**I/O pins on the die edge**

(8 px per micron) Pins as bars across the die edge, other pins in grey.
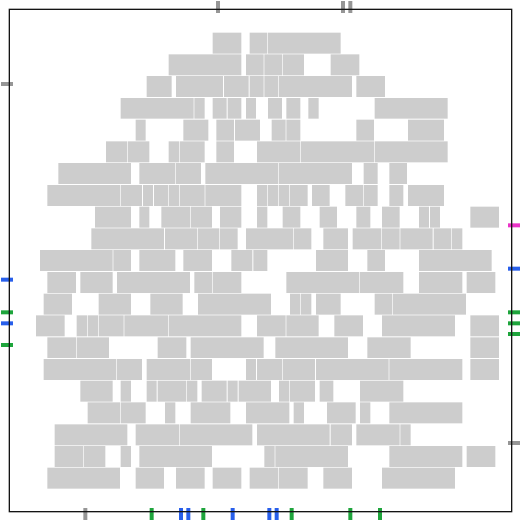
**Metal 3**

(4 px per micron)
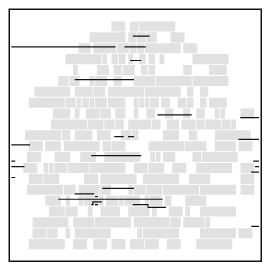
**The metal 1 layer**

(6 px per micron)
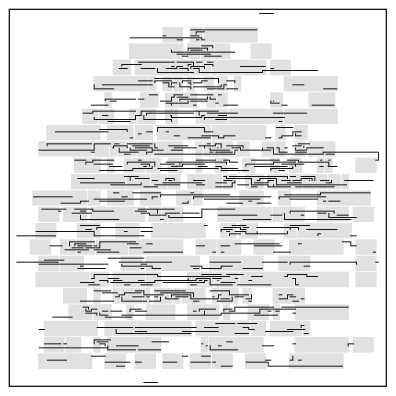
**config.mk**
```make
export PLATFORM = sky130hd
export DESIGN_NAME = spi_slave
export DESIGN_NICKNAME = d
export VERILOG_FILES = /design/src/rtl/spi_slave.sv
export SDC_FILE = /design/constraint.sdc
export NUM_CORES = 1
export LEC_CHECK = 0
export CORE_MARGIN = 1
export CORE_UTILIZATION = 50
export DETAILED_ROUTE_END_ITERATION = 8
export PLACE_DENSITY = 0.79
export SLEW_MARGIN = 20
export SYNTH_ARGS = -nofsm -noshare
export SYNTH_HDL_FRONTEND = slang
export SYNTH_SLANG_ARGS = --single-unit
```
**constraint.sdc**
```tcl
create_clock -name clk -period 5.9 [get_ports clk]
set_input_delay 0.59 -clock clk [delete_from_list [all_inputs] [get_ports clk]]
set_output_delay 0.59 -clock clk [all_outputs]
set_load 0.01 [all_outputs]
```
**src/rtl/spi_slave.sv**
```systemverilog
// SPI slave front end for the 256x8 RAM: deserialises 10-bit command words from MOSI
// and serialises the RAM read response onto MISO during read-data frames.
module spi_slave #(
   parameter int WORD_W = 10,
   parameter int TX_W   = 8
) (
   input  logic              clk,
   input  logic              rst_n,
   input  logic              SS_n,
   input  logic              MOSI,
   output logic              MISO,
   output logic [WORD_W-1:0] rx_data,
   output logic              rx_valid,
   input  logic [TX_W-1:0]   tx_data,
   input  logic              tx_valid
);

   localparam int CNT_W = $clog2(WORD_W + 1);
   localparam int TXC_W = $clog2(TX_W);

   typedef enum logic [2:0] {
      IDLE      = 3'd0,
      CHK_CMD   = 3'd1,
      WRITE     = 3'd2,
      READ_ADD  = 3'd3,
      READ_DATA = 3'd4
   } state_t;

   state_t            state_r;
   logic [CNT_W-1:0]  cnt_r;
   logic [WORD_W-2:0] shift_r;
   logic [TXC_W-1:0]  tx_cnt_r;
   logic              tx_busy_r;
   logic              rd_addr_ok_r;
   logic              sent_r;

   logic              word_busy_s;
   logic              last_bit_s;
   logic              in_frame_s;
   logic [WORD_W-1:0] word_s;

   assign word_busy_s = (cnt_r != CNT_W'(WORD_W));
   assign last_bit_s  = (cnt_r == CNT_W'(WORD_W - 1));
   assign in_frame_s  = (state_r == WRITE) || (state_r == READ_ADD) || (state_r == READ_DATA);
   // The 10th bit is taken straight from MOSI, so only the first nine are stored.
   assign word_s      = {shift_r, MOSI};

   // Frame sequencing, word capture and response serialisation.
   always_ff @(posedge clk or negedge rst_n) begin
      if (!rst_n) begin
         state_r      <= IDLE;
         cnt_r        <= {CNT_W{1'b0}};
         shift_r      <= {(WORD_W-1){1'b0}};
         tx_cnt_r     <= {TXC_W{1'b0}};
         tx_busy_r    <= 1'b0;
         rd_addr_ok_r <= 1'b0;
         sent_r       <= 1'b0;
         MISO         <= 1'b0;
         rx_data      <= {WORD_W{1'b0}};
         rx_valid     <= 1'b0;
      end else begin
         rx_valid <= 1'b0;
         if (SS_n) begin
            // rd_addr_ok survives deselect so an aborted read can be retried.
            state_r   <= IDLE;
            cnt_r     <= {CNT_W{1'b0}};
            sent_r    <= 1'b0;
            tx_busy_r <= 1'b0;
            MISO      <= 1'b0;
         end else if (in_frame_s && word_busy_s) begin
            shift_r <= word_s[WORD_W-2:0];
            cnt_r   <= cnt_r + CNT_W'(1'b1);
            if (last_bit_s) begin
               rx_data  <= word_s;
               rx_valid <= 1'b1;
               if (state_r == READ_ADD) begin
                  rd_addr_ok_r <= 1'b1;
               end
            end
         end else begin
            case (state_r)
               IDLE: begin
                  state_r <= CHK_CMD;
               end
               CHK_CMD: begin
                  if (!MOSI) begin
                     state_r <= WRITE;
                  end else if (rd_addr_ok_r) begin
                     state_r <= READ_DATA;
                  end else begin
                     state_r <= READ_ADD;
                  end
               end
               WRITE, READ_ADD: begin
                  state_r <= state_r;
               end
               READ_DATA: begin
                  if (tx_busy_r) begin
                     if (tx_cnt_r != {TXC_W{1'b0}}) begin
                        MISO     <= shift_r[TX_W-2];
                        shift_r  <= {shift_r[WORD_W-3:0], 1'b0};
                        tx_cnt_r <= tx_cnt_r - TXC_W'(1'b1);
                     end else begin
                        MISO         <= 1'b0;
                        tx_busy_r    <= 1'b0;
                        sent_r       <= 1'b1;
                        rd_addr_ok_r <= 1'b0;
                     end
                  end else if (!sent_r && tx_valid) begin
                     MISO      <= tx_data[TX_W-1];
                     shift_r   <= {{(WORD_W-1-TX_W){1'b0}}, tx_data};
                     tx_cnt_r  <= TXC_W'(TX_W - 1);
                     tx_busy_r <= 1'b1;
                  end else begin
                     MISO <= 1'b0;
                  end
               end
               default: begin
                  state_r <= IDLE;
                  MISO    <= 1'b0;
               end
            endcase
         end
      end
   end

endmodule

```
==> qor.yml <==
rows: 21
nNetsFinal: 204
gp_congestion: 0.910
ant_nets: 0
lay_top_cells: "34 x dfrtp_1, 24 x clkdlybuf4s50_1, 14 x inv_1"
drtPass1Iterations: 4
cp_max_fo: 14
slew_viol_final: 0
warnings: 29
fmax_mhz: 434
vdd.ir_drop.worst_mv: 0.154
power_density_nw_per_um2: 255
hold_depth: 2
rsz0062_at_grt: "false"
fp_nets: 182
ys_sh_aoi_pct: 13.0
area_growth_pct: 16.6
drtIter0Drc: 33
cts_hold_buf: 0
slowest_delay_ps: 540
gr-usage-all-layers_pct: 21.5
async_flop_share_pct: 100
clk_root_buffer_cell: "clkbuf_4"
area_leaders: "dfrtp_1 46%, mux2_4 7.4%, mux2_2 6.1%, o32ai_1 3.8%, ha_1 3.4%"
slew-limit-headroom_pct: 54.6
xor_share_pct: 1.43
drv_cap: 0
status: "finished, final reports clean"
yosysCellCount: 164
postCtsResizedCells: 0
r2r_setup_slack_ps: 3600
ys_sh_simple_pct: 14.9
worstSetupPathType: "reg -> reg"
dp_hpwl_microns: 2520
ys_sh_adder_pct: 3.41
gr-total-overflow: 0
clk_latency_ps: 350
fp.dieW_microns: 62.6
## Picture notes: 'I/O pins on the die edge'
legend:
  magenta:
    port: tx_valid
    pins: 1
    direction: input
    edge: east
  blue:
    port: tx_data
    pins: 8
    direction: input
    edge: 5 south, 2 west, 1 east
  green:
    port: rx_data
    pins: 10
    direction: output
    edge: 5 south, 3 east, 2 west
all pins by edge: 11 south, 6 east, 5 west, 3 north

## Picture notes: 'metal 3'
wire length on this layer: 149 microns
nets with wire on the layer: 19
longest straight run: 25.8 microns
main direction: horizontal

## Picture notes: 'the metal 1 layer'
longest straight run: 16.6 microns
share of all routed wire: 44%
nets with wire on the layer: 184

==> registers in the layout, summed over array words and instances (netlist names) <==
register	count
rx_data	10
shift_r	9
cnt_r	4
state_r	3
tx_cnt_r	3
MISO	1
rd_addr_ok_r	1
rx_valid	1
sent_r	1
tx_busy_r	1
==> cell usage after synthesis (all sizes together), types with 3 or more instances <==
cell type / number
a21oi: 8
a31oi: 4
buf: 4
clkbuf: 6
dfrtp: 34
ha: 5
inv: 14
mux2: 19
nand2: 11
nand2b: 5
nand4: 3
nor2: 7
nor2b: 6
nor3: 5
o21ai: 3
o32ai: 8
==> cell type report <==
type	count	area share, %
clock buffers	6	2.39
clock inverters	2	0.584
inverters	14	2.45
multi-input cells	106	40.6
flip-flops and latches	34	39.7
well taps	46	2.69
repair buffers	25	11.6
==> path summary, 6_finish.rpt <==
path | start | endpoint
max in group asynchronous | rst_n | cnt_r[3]
worst min-delay path | sent_r | sent_r
worst min register to register | sent_r | sent_r
min in group asynchronous | rst_n | shift_r[2]
worst max-delay path | state_r[2] | rx_data[3]
worst max register to register | state_r[2] | rx_data[3]
==> worst max-delay path, delay by kind of cell (launching register included) <==
kind	cells	cell delay, ps
AOI/OAI and AO/OA	1	420
and+or+nand+nor	2	850
DFF	1	540
muxes	1	380
==> power by group <==
group | switching [mW] | internal, mW
clock network | 0.0804 | 0.0572
logic | 0.0484 | 0.0585
registers | 0.0327 | 0.268
==> logic make-up (layout without fill, tap and decap cells) <==
family | count (synthesis) | after routing
AND-OR/OR-AND | 30 | 30
XOR/XNOR | 3 | 3
adder cells (fa/ha/maj) | 5 | 5
buffers and inverters | 24 | 47
flip-flops | 34 | 34
multiplexers | 21 | 21
AND/OR/NAND/NOR | 47 | 47
==> routing by layer <==
layer	share of wire [%]	up-vias	GRT usage (%)
met5	0	-	0
met4	2.5	0	10.2
met3	4.2	11	5.29
met2	49	33	33.8
met1	44	633	27.8
li1	-	627	-
==> through the flow <==
step | cells | area (sq um) | setup slack [ps] | util [%] | hold WS [ps]
after floorplan | 164 | 1840 | 4020 | - | 294
after global placement | 225 | 2080 | 3340 | 60.8 | 483
after detailed placement | 225 | 2080 | 3270 | 60.8 | 478
after CTS | 233 | 2140 | 3600 | 62.7 | 503
after global routing | 233 | 2140 | 3470 | 62.7 | 538
final | 233 | 2140 | 3600 | 62.7 | 514
Power is estimated from default activity; no workload was simulated.
